==> config.mk <==
export PLATFORM = sky130hd
export DESIGN_NAME = da_serial_mac_flat
export DESIGN_NICKNAME = d
export VERILOG_FILES = /design/src/rtl/da_serial_mac_if.sv /design/src/rtl/da_serial_mac.sv /design/src/flat_wrapper.sv
export SDC_FILE = /design/constraint.sdc
export NUM_CORES = 1
export LEC_CHECK = 0
export CAP_MARGIN = 10
export CORE_UTILIZATION = 57
export CTS_CLUSTER_DIAMETER = 60
export DETAILED_ROUTE_END_ITERATION = 12
export PLACE_DENSITY = 0.84
export SYNTH_ARGS = -nofsm -noshare
export SYNTH_HDL_FRONTEND = slang
export SYNTH_SLANG_ARGS = --single-unit
==> constraint.sdc <==
create_clock -name clk -period 3.1 [get_ports clk]
set_input_delay 0.465 -clock clk [delete_from_list [all_inputs] [get_ports clk]]
set_output_delay 0.465 -clock clk [all_outputs]
set_load 0.02 [all_outputs]
==> src/rtl/da_serial_mac_if.sv <==
// Bus between the 3-tap distributed-arithmetic MAC and its requester/ROM.
// The master drives samples, start and the ROM response; the slave is the MAC.
interface da_serial_mac_if #(
  parameter int unsigned DATA_WIDTH   = 8,
  parameter int unsigned RESULT_WIDTH = DATA_WIDTH + 5
);
  logic                           start;
  logic signed [DATA_WIDTH-1:0]   x0;
  logic signed [DATA_WIDTH-1:0]   x1;
  logic signed [DATA_WIDTH-1:0]   x2;
  logic [2:0]                     rom_addr;
  logic signed [5:0]              rom_data;
  logic                           busy;
  logic signed [RESULT_WIDTH-1:0] result;
  logic                           result_valid;

  modport master (
    output start, x0, x1, x2, rom_data,
    input  rom_addr, busy, result, result_valid
  );

  modport slave (
    input  start, x0, x1, x2, rom_data,
    output rom_addr, busy, result, result_valid
  );
endinterface

==> src/rtl/da_serial_mac.sv <==
// Bit-serial 3-tap distributed-arithmetic MAC: MSB-first walk over the samples,
// one external ROM lookup per bit, sign bit weighted negatively.
module da_serial_mac #(
  parameter int unsigned DATA_WIDTH   = 8,
  parameter int unsigned RESULT_WIDTH = DATA_WIDTH + 5
) (
  input logic            clk,
  input logic            rst_n,
  da_serial_mac_if.slave bus
);

  localparam int unsigned MSB   = DATA_WIDTH - 1;
  localparam int unsigned CNT_W = $clog2(DATA_WIDTH);

  typedef enum logic {IDLE = 1'b0, RUN = 1'b1} state_t;

  state_t                         state;
  logic [DATA_WIDTH-1:0]          sr0;
  logic [DATA_WIDTH-1:0]          sr1;
  logic [DATA_WIDTH-1:0]          sr2;
  logic [CNT_W-1:0]               cnt;
  logic signed [RESULT_WIDTH-1:0] acc;
  logic signed [RESULT_WIDTH-1:0] result;
  logic                           result_valid;
  logic [2:0]                     rom_addr;

  logic signed [RESULT_WIDTH-1:0] rom_ext;
  logic signed [RESULT_WIDTH-1:0] acc_next;

  // Sign bit contributes with negative weight; later bits double-and-add.
  always_comb begin
    rom_ext  = RESULT_WIDTH'(bus.rom_data);
    acc_next = (acc <<< 1) + rom_ext;
    if (cnt == CNT_W'(MSB)) begin
      acc_next = RESULT_WIDTH'(0) - rom_ext;
    end
  end

  // rom_addr is registered as the MSBs the shift registers will hold next cycle.
  always_ff @(posedge clk) begin
    if (!rst_n) begin
      state        <= IDLE;
      sr0          <= '0;
      sr1          <= '0;
      sr2          <= '0;
      cnt          <= '0;
      acc          <= '0;
      result       <= '0;
      result_valid <= 1'b0;
      rom_addr     <= 3'b000;
    end else begin
      result_valid <= 1'b0;
      case (state)
        IDLE: begin
          if (bus.start) begin
            sr0      <= bus.x0;
            sr1      <= bus.x1;
            sr2      <= bus.x2;
            acc      <= '0;
            cnt      <= CNT_W'(MSB);
            rom_addr <= {bus.x2[MSB], bus.x1[MSB], bus.x0[MSB]};
            state    <= RUN;
          end
        end
        RUN: begin
          acc <= acc_next;
          sr0 <= sr0 << 1;
          sr1 <= sr1 << 1;
          sr2 <= sr2 << 1;
          if (cnt == '0) begin
            result       <= acc_next;
            result_valid <= 1'b1;
            rom_addr     <= 3'b000;
            state        <= IDLE;
          end else begin
            cnt      <= cnt - CNT_W'(1);
            rom_addr <= {sr2[MSB-1], sr1[MSB-1], sr0[MSB-1]};
          end
        end
        default: state <= IDLE;
      endcase
    end
  end

  assign bus.busy         = (state == RUN);
  assign bus.rom_addr     = rom_addr;
  assign bus.result       = result;
  assign bus.result_valid = result_valid;

endmodule

==> src/flat_wrapper.sv <==
// flat-port wrapper written by rule: the top's interface ports become plain ports
module da_serial_mac_flat 
#(
  parameter int unsigned DATA_WIDTH   = 8,
  parameter int unsigned RESULT_WIDTH = DATA_WIDTH + 5
)
  (clk, rst_n, bus_start, bus_x0, bus_x1, bus_x2, bus_rom_data, bus_rom_addr, bus_busy, bus_result, bus_result_valid);
  da_serial_mac_if #(.DATA_WIDTH(DATA_WIDTH), .RESULT_WIDTH(RESULT_WIDTH)) bus_i ();
  input logic clk;
  input logic rst_n;
  input wire logic [$bits(bus_i.start)-1:0] bus_start;
  input wire logic [$bits(bus_i.x0)-1:0] bus_x0;
  input wire logic [$bits(bus_i.x1)-1:0] bus_x1;
  input wire logic [$bits(bus_i.x2)-1:0] bus_x2;
  input wire logic [$bits(bus_i.rom_data)-1:0] bus_rom_data;
  output wire logic [$bits(bus_i.rom_addr)-1:0] bus_rom_addr;
  output wire logic [$bits(bus_i.busy)-1:0] bus_busy;
  output wire logic [$bits(bus_i.result)-1:0] bus_result;
  output wire logic [$bits(bus_i.result_valid)-1:0] bus_result_valid;
  assign bus_i.start = bus_start;
  assign bus_i.x0 = bus_x0;
  assign bus_i.x1 = bus_x1;
  assign bus_i.x2 = bus_x2;
  assign bus_i.rom_data = bus_rom_data;
  assign bus_rom_addr = bus_i.rom_addr;
  assign bus_busy = bus_i.busy;
  assign bus_result = bus_i.result;
  assign bus_result_valid = bus_i.result_valid;
  da_serial_mac #(.DATA_WIDTH(DATA_WIDTH), .RESULT_WIDTH(RESULT_WIDTH)) u_core (.clk(clk), .rst_n(rst_n), .bus(bus_i));
endmodule
==> impl_metrics.tcl, run 1 <==
# place-and-route summary
set metrics [dict create \
    clockBufferDepth 2 \
    yosysChipArea_um2 2940 \
    worst_slew_margin_rel 0.654 \
    cts_tree "yes" \
    largestRegisters "u_core.bus.result x13, u_core.acc x12" \
    cts.sinks 54 \
    edf_count 0 \
    slowest_delay_ps 440 \
    path_clk_slew_ps 100 \
    outcome "finished, final reports clean" \
    syn_to_final_growth_pct 22.5 \
    reg2reg_slack_ps 860 \
    inverters 11 \
    io_buffer_count 50 \
    r2r_end "u_core.acc[11]$_SDFFE_PN0P_" \
    synth_stat.cells 358 \
    hold_path_class "flop to flop" \
    vdd_ir_drop_max_mv 0.307 \
    n_all_buffers 57 \
    netlist_instances 358 \
    cts_setup_buffers 0 \
    finClkSkew_ps 9.75 \
    rsz0062_at_grt "false" \
    warning_count 28 \
    n_sequential_cell 54 \
    period_needed_ps 2540 \
    wl_met2_mm 3.24 \
    endpoint "u_core.acc[11]$_SDFFE_PN0P_" \
    largest_register_ffs 13 \
    setup_violations 0 \
    overflow 0 \
    area_dominant_class "multi-input combinational cells" \
    antenna_cells 0 \
    dp_hpwl_mm 4.98 \
    logic_gates 271 \
    worst-path-stages 8 \
    boundaryPins 51 \
    path_cells "clkdlybuf4s50_1 -> ha_1 -> fa_1 -> a21o_1 -> a221oi_2 -> o21a_2 -> nor4_1 -> a211o_1" \
    clk_share 0.0316 \
    drt-met1-wl_mm 2.95 \
    setup_tns_ps 0 \
    wl_mm 6.74 \
    layout.area.seq_um2 1080 \
    layout_top_cell "dfxtp_1" \
    taps 67 \
    die_area_um2 5440 \
    startpoint_type "input port" \
    area_leaders "dfxtp_1 37%, mux2i_1 7.2%, nand2_1 6.5%, ha_1 6.4%, a21oi_1 5.1%" \
    worstHoldEndpoint "u_core.bus.result[10]$_SDFFE_PN0P_" \
    grt_pass1_vias 2539 \
]
==> run 1: logic make-up (layout without fill, tap and decap cells) <==
group | count (synthesis) | in the layout | synth area share
simple gates | 123 | 123 | 0.201
compound gates | 100 | 100 | 0.211
fa+ha+maj | 16 | 16 | 0.0707
xor+xnor | 11 | 11 | 0.0328
flops | 54 | 54 | 0.368
mux | 21 | 21 | 0.0716
buf+inv | 33 | 76 | 0.0447
==> run 1: power by group through the flow <==
stage / sequential, mW / combinational [mW] / clock [mW]
2_1_floorplan: 0.801 / 0.249 / 0
3_3_place_gp: 0.796 / 0.380 / 0
4_1_cts: 0.783 / 0.391 / 0.486
5_1_grt: 0.791 / 0.437 / 0.510
3_5_place_dp: 0.799 / 0.389 / 0
6_report: 0.783 / 0.394 / 0.485
==> run 1: worst reg2reg max path, delay by kind of cell (launching register included) <==
kind / cells / cell delay, ps
AND/OR/NAND/NOR: 1 / 50
adder cells (fa/ha/maj): 2 / 660
flip-flops: 1 / 330
AND-OR/OR-AND: 4 / 1090
==> run 1: cell usage after synthesis, types with 4 or more instances <==
cell type  instances
o21ai_1           12
a21o_1             7
nand2b_1           5
and2_1            18
xnor2_1            6
nor2b_1            6
ha_1              15
buf_2              5
o21ai_0           22
nor3b_1            6
clkbuf_1          15
nand2_1           51
xor2_1             5
nand3_1            7
a21boi_1           4
nor2_1            19
mux2i_1           21
a21oi_1           30
inv_1              9
dfxtp_1           54
==> run 1: stage by stage <==
stage	hold slack, ps	area, µm²	util	power [mW]	setup WS, ps
after CTS	469	3600	0.742	1.66	553
after global placement	444	3480	0.719	1.18	264
final	465	3600	0.742	1.66	556
after floorplan	443	2940	-	1.05	886
after detailed placement	452	3480	0.719	1.19	224
after global routing	485	3600	0.742	1.74	433
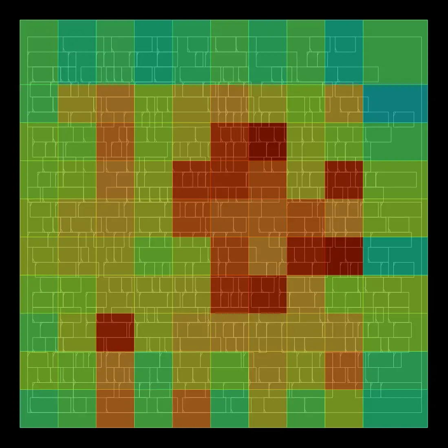
Figure 1: run 1, routing congestion map.
grt met2 use: 0.468
routing usage on met3: 0.0604
global routing's busiest layer: met2
met1 usage: 0.319
final core occ: 0.742

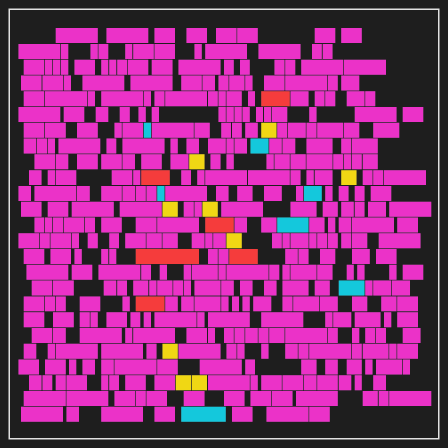
Figure 2: run 1, sizing map.
[x3 and x4] yellow | cells: 9 | share: 2.2%
[x2] cyan | cells: 7 | share: 1.7%
[x6 and larger] red | cells: 6 | share: 1.5%
[x1 and smaller] magenta | cells: 379 | share: 95%

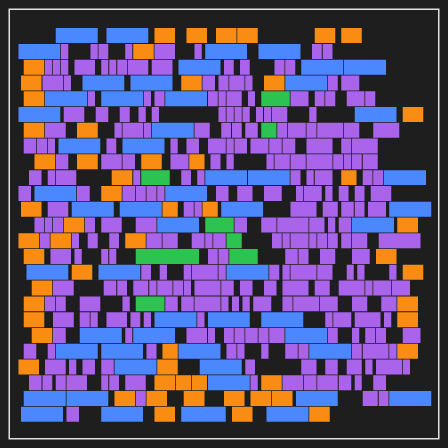
Figure 3: run 1, cells coloured by class.
[clock drivers and dummy loads] green | cells: 8 | share of their area: 3.2%
[remaining buffers and delay cells] orange | cells: 57 | share of their area: 16%
[remaining logic cells] purple | cells: 282 | share of their area: 50%
[sequential cells] blue | cells: 54 | share of their area: 31%

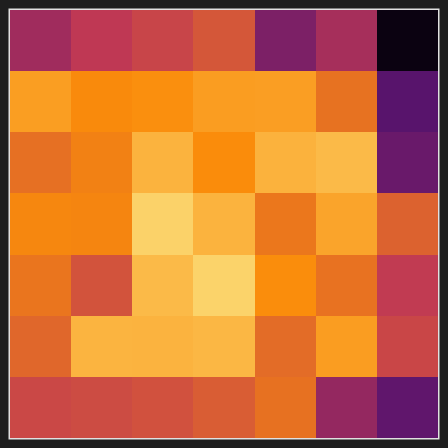
Figure 4: run 1, cell area per tile.
7 x 7 tiles, from black (low) to pale yellow (high), 0 to 100% covered.
tiles over 75% full: 37%
mean over tiles: 65%
emptiest ninth of the die: top right
densest ninth of the die: middle
fullest tile: 91%

==> inputs of run 2 (changes only) <==
- CORE_UTILIZATION: 57 -> 48
- PLACE_DENSITY: 0.84 -> 0.75
- clock period: 3.1 -> 2.3 ns (I/O delays scaled with it)
==> run 2 against run 1 <==
  * Clock skew is 3.0 ps lower
  * Setup slack worse by 450 ps
  * Sequential power is 33% higher
  * Largest cell class unchanged
==> impl_metrics.tcl, run 2 <==
# place-and-route summary
set metrics [dict create \
    overflow 0 \
    grtUsageMet2 0.417 \
    antenna_cells 0 \
    wl_mm 6.78 \
    cp.required_ps 2520 \
    cp-end-kind "flop" \
    boundaryPins 51 \
    mux_share 0.0716 \
    finalWeightedCongestion 0.869 \
    setup_tns_ps 0 \
    rsz0062_at_grt "false" \
    logic_family "AND-OR/OR-AND gates" \
    ys_seq_elements 54 \
    wire_per_inst_um 13.5 \
    dp_hpwl_mm 5.19 \
    edf_count 0 \
    vdd_ir_drop_max_mv 0.468 \
    die_area_um2 6430 \
    yosysMostFrequentCell "dfxtp_1" \
    syn_to_final_growth_pct 28.6 \
    startpoint_type "input port" \
    cts_tree "yes" \
    place_ws_ps -324 \
    p_switching_mw 0.632 \
    p_per_area_nw_per_um2 565 \
    synth_stat.cells 358 \
    yosysChipArea_um2 2940 \
    layout_top_cell "dfxtp_1" \
    p_leak_nw 1.65 \
    largestRegisters "u_core.bus.result x13, u_core.acc x12" \
    largest_register_ffs 13 \
    power_frac_seq 0.490 \
    p_comb_mw 0.595 \
    io_buffer_count 50 \
    cts_setup_buffers 0 \
    yosysWarnings 0 \
    simple_gate_area_frac 0.201 \
    criticalPathCategory "input port to flop" \
    synthArstFlopShare 0 \
    cts_buffers 5 \
    setup_ws_ps 108 \
    path_cells "clkdlybuf4s50_1 -> ha_2 -> fa_2 -> a21o_1 -> a221oi_2 -> buf_4 -> xnor2_1 -> nand2_1 -> a311oi_1" \
    clockBufferDepth 2 \
    period_needed_ps 2190 \
    slowest_delay_ps 440 \
    fin_util 0.638 \
    ys_top_cells_by_count "54 x dfxtp_1, 51 x nand2_1, 30 x a21oi_1" \
    area_leaders "dfxtp_1 37%, mux2i_1 7.2%, nand2_1 6.5%, ha_1 6.4%, a21oi_1 5.1%" \
    power_leader "registers" \
    placed_cell_area_um2 3690 \
    maxCapViolCount 0 \
    worst_slew_margin_rel 0.635 \
    setup_violations 0 \
    avgViaCountPerCell 5.36 \
    final_cells 502 \
    pg_seq_mw 1.04 \
    top_area_frac 0.368 \
    whs_ps 463 \
    hold_viol_final 0 \
    warning_count 28 \
    grt_pass1_vias 2593 \
    synthAoiAreaFrac 0.211 \
    p_clk_mw 0.494 \
    design_area_um2 3780 \
    clock_latency_ps 300 \
    vias 2691 \
    drtAntennaViolNets 0 \
    tightestPinTransition_ps 547 \
    crit_fanout 3 \
    gr-max-usage-layer "met2" \
    power.total_mw 2.13 \
    cts.sinks 54 \
    n_fill_cell 533 \
    clkPwrFrac 0.231 \
    period_used_share 0.953 \
    core-area_um2 5920 \
    ys_sh_xor 0.0328 \
    antenna_found_initial 0 \
    comb_power_share 0.279 \
    finClkSkew_ps 6.74 \
    dp.cells 495 \
    path_clk_slew_ps 90 \
    outcome "finished, final reports clean" \
    p_int_mw 1.50 \
    fa_ha_area_frac 0.0707 \
    drive_gt1_frac 0.119 \
    met3_usage 0.0489 \
    fp.dieW_um 80.2 \
    hold_path_class "flop to flop" \
    netlist_instances 358 \
]
==> run 2: repair_timing <==
action | in CTS | in global routing
hold endpoints to repair | 0 | 0
pin swaps | 1 | 1
setup endpoints to repair | 1 | 2
gates resized | 1 | 1
gates cloned | 0 | 0
==> run 2: path summary, 6_finish.rpt <==
check	startpoint	to	slack [ps]	depth (start not counted)
worst max register to register	u_core.acc[0]$_SDFFE_PN0P_	u_core.acc[7]$_SDFFE_PN0P_	320	8
worst min-delay path	u_core.bus.result[3]$_SDFFE_PN0P_	u_core.bus.result[3]$_SDFFE_PN0P_	460	2
worst min register to register	u_core.bus.result[3]$_SDFFE_PN0P_	u_core.bus.result[3]$_SDFFE_PN0P_	460	2
worst max-delay path	bus_rom_data[1]	u_core.acc[7]$_SDFFE_PN0P_	110	9
==> run 2: cell type report <==
| cell class | instances | area [µm²] | share of cell area |
|---|---|---|---|
| repair buffers | 84 | 751 | 0.199 |
| clock buffers | 5 | 68.8 | 0.0182 |
| inverters | 11 | 41.3 | 0.0109 |
| clock inverters | 2 | 10.0 | 0.00265 |
| multi-input cells | 271 | 1730 | 0.458 |
| well taps | 75 | 93.8 | 0.0249 |
| flip-flops and latches | 54 | 1080 | 0.287 |
==> run 2: worst max-delay path: cells and delay by family <==
family / cells / cell delay, ps
xor+xnor: 1 / 110
fa+ha+maj: 2 / 570
buf+inv: 2 / 620
simple gates: 1 / 80
compound gates: 3 / 690
==> run 2: layer usage <==
metal	wire length (µm)	vias up
li1	-	1381
met1	3090	1248
met2	3290	58
met3	356	4
met4	47	0
met5	0	-
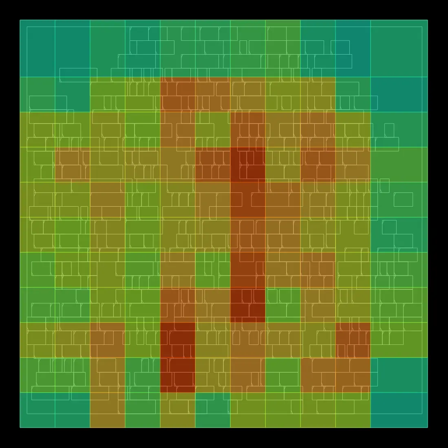
Figure 5: run 2, routing congestion map.
met1 usage: 0.295
GRT Overall Usage: 0.236

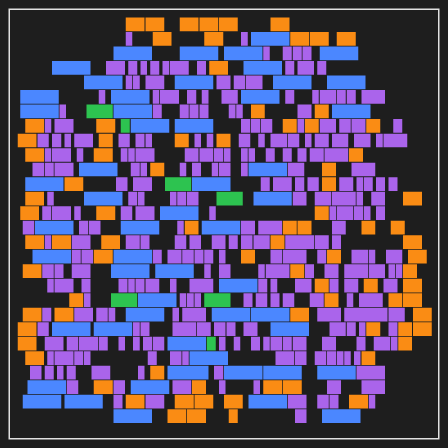
Figure 6: run 2, cells coloured by class.
[sequential cells] blue | cells: 54 | share of their area: 29%
[clock drivers and dummy loads] green | cells: 7 | share of their area: 2.1%
[remaining buffers and delay cells] orange | cells: 84 | share of their area: 20%
[remaining logic cells] purple | cells: 282 | share of their area: 48%

Power figures rest on the tool's default switching activity, not on a simulated workload.
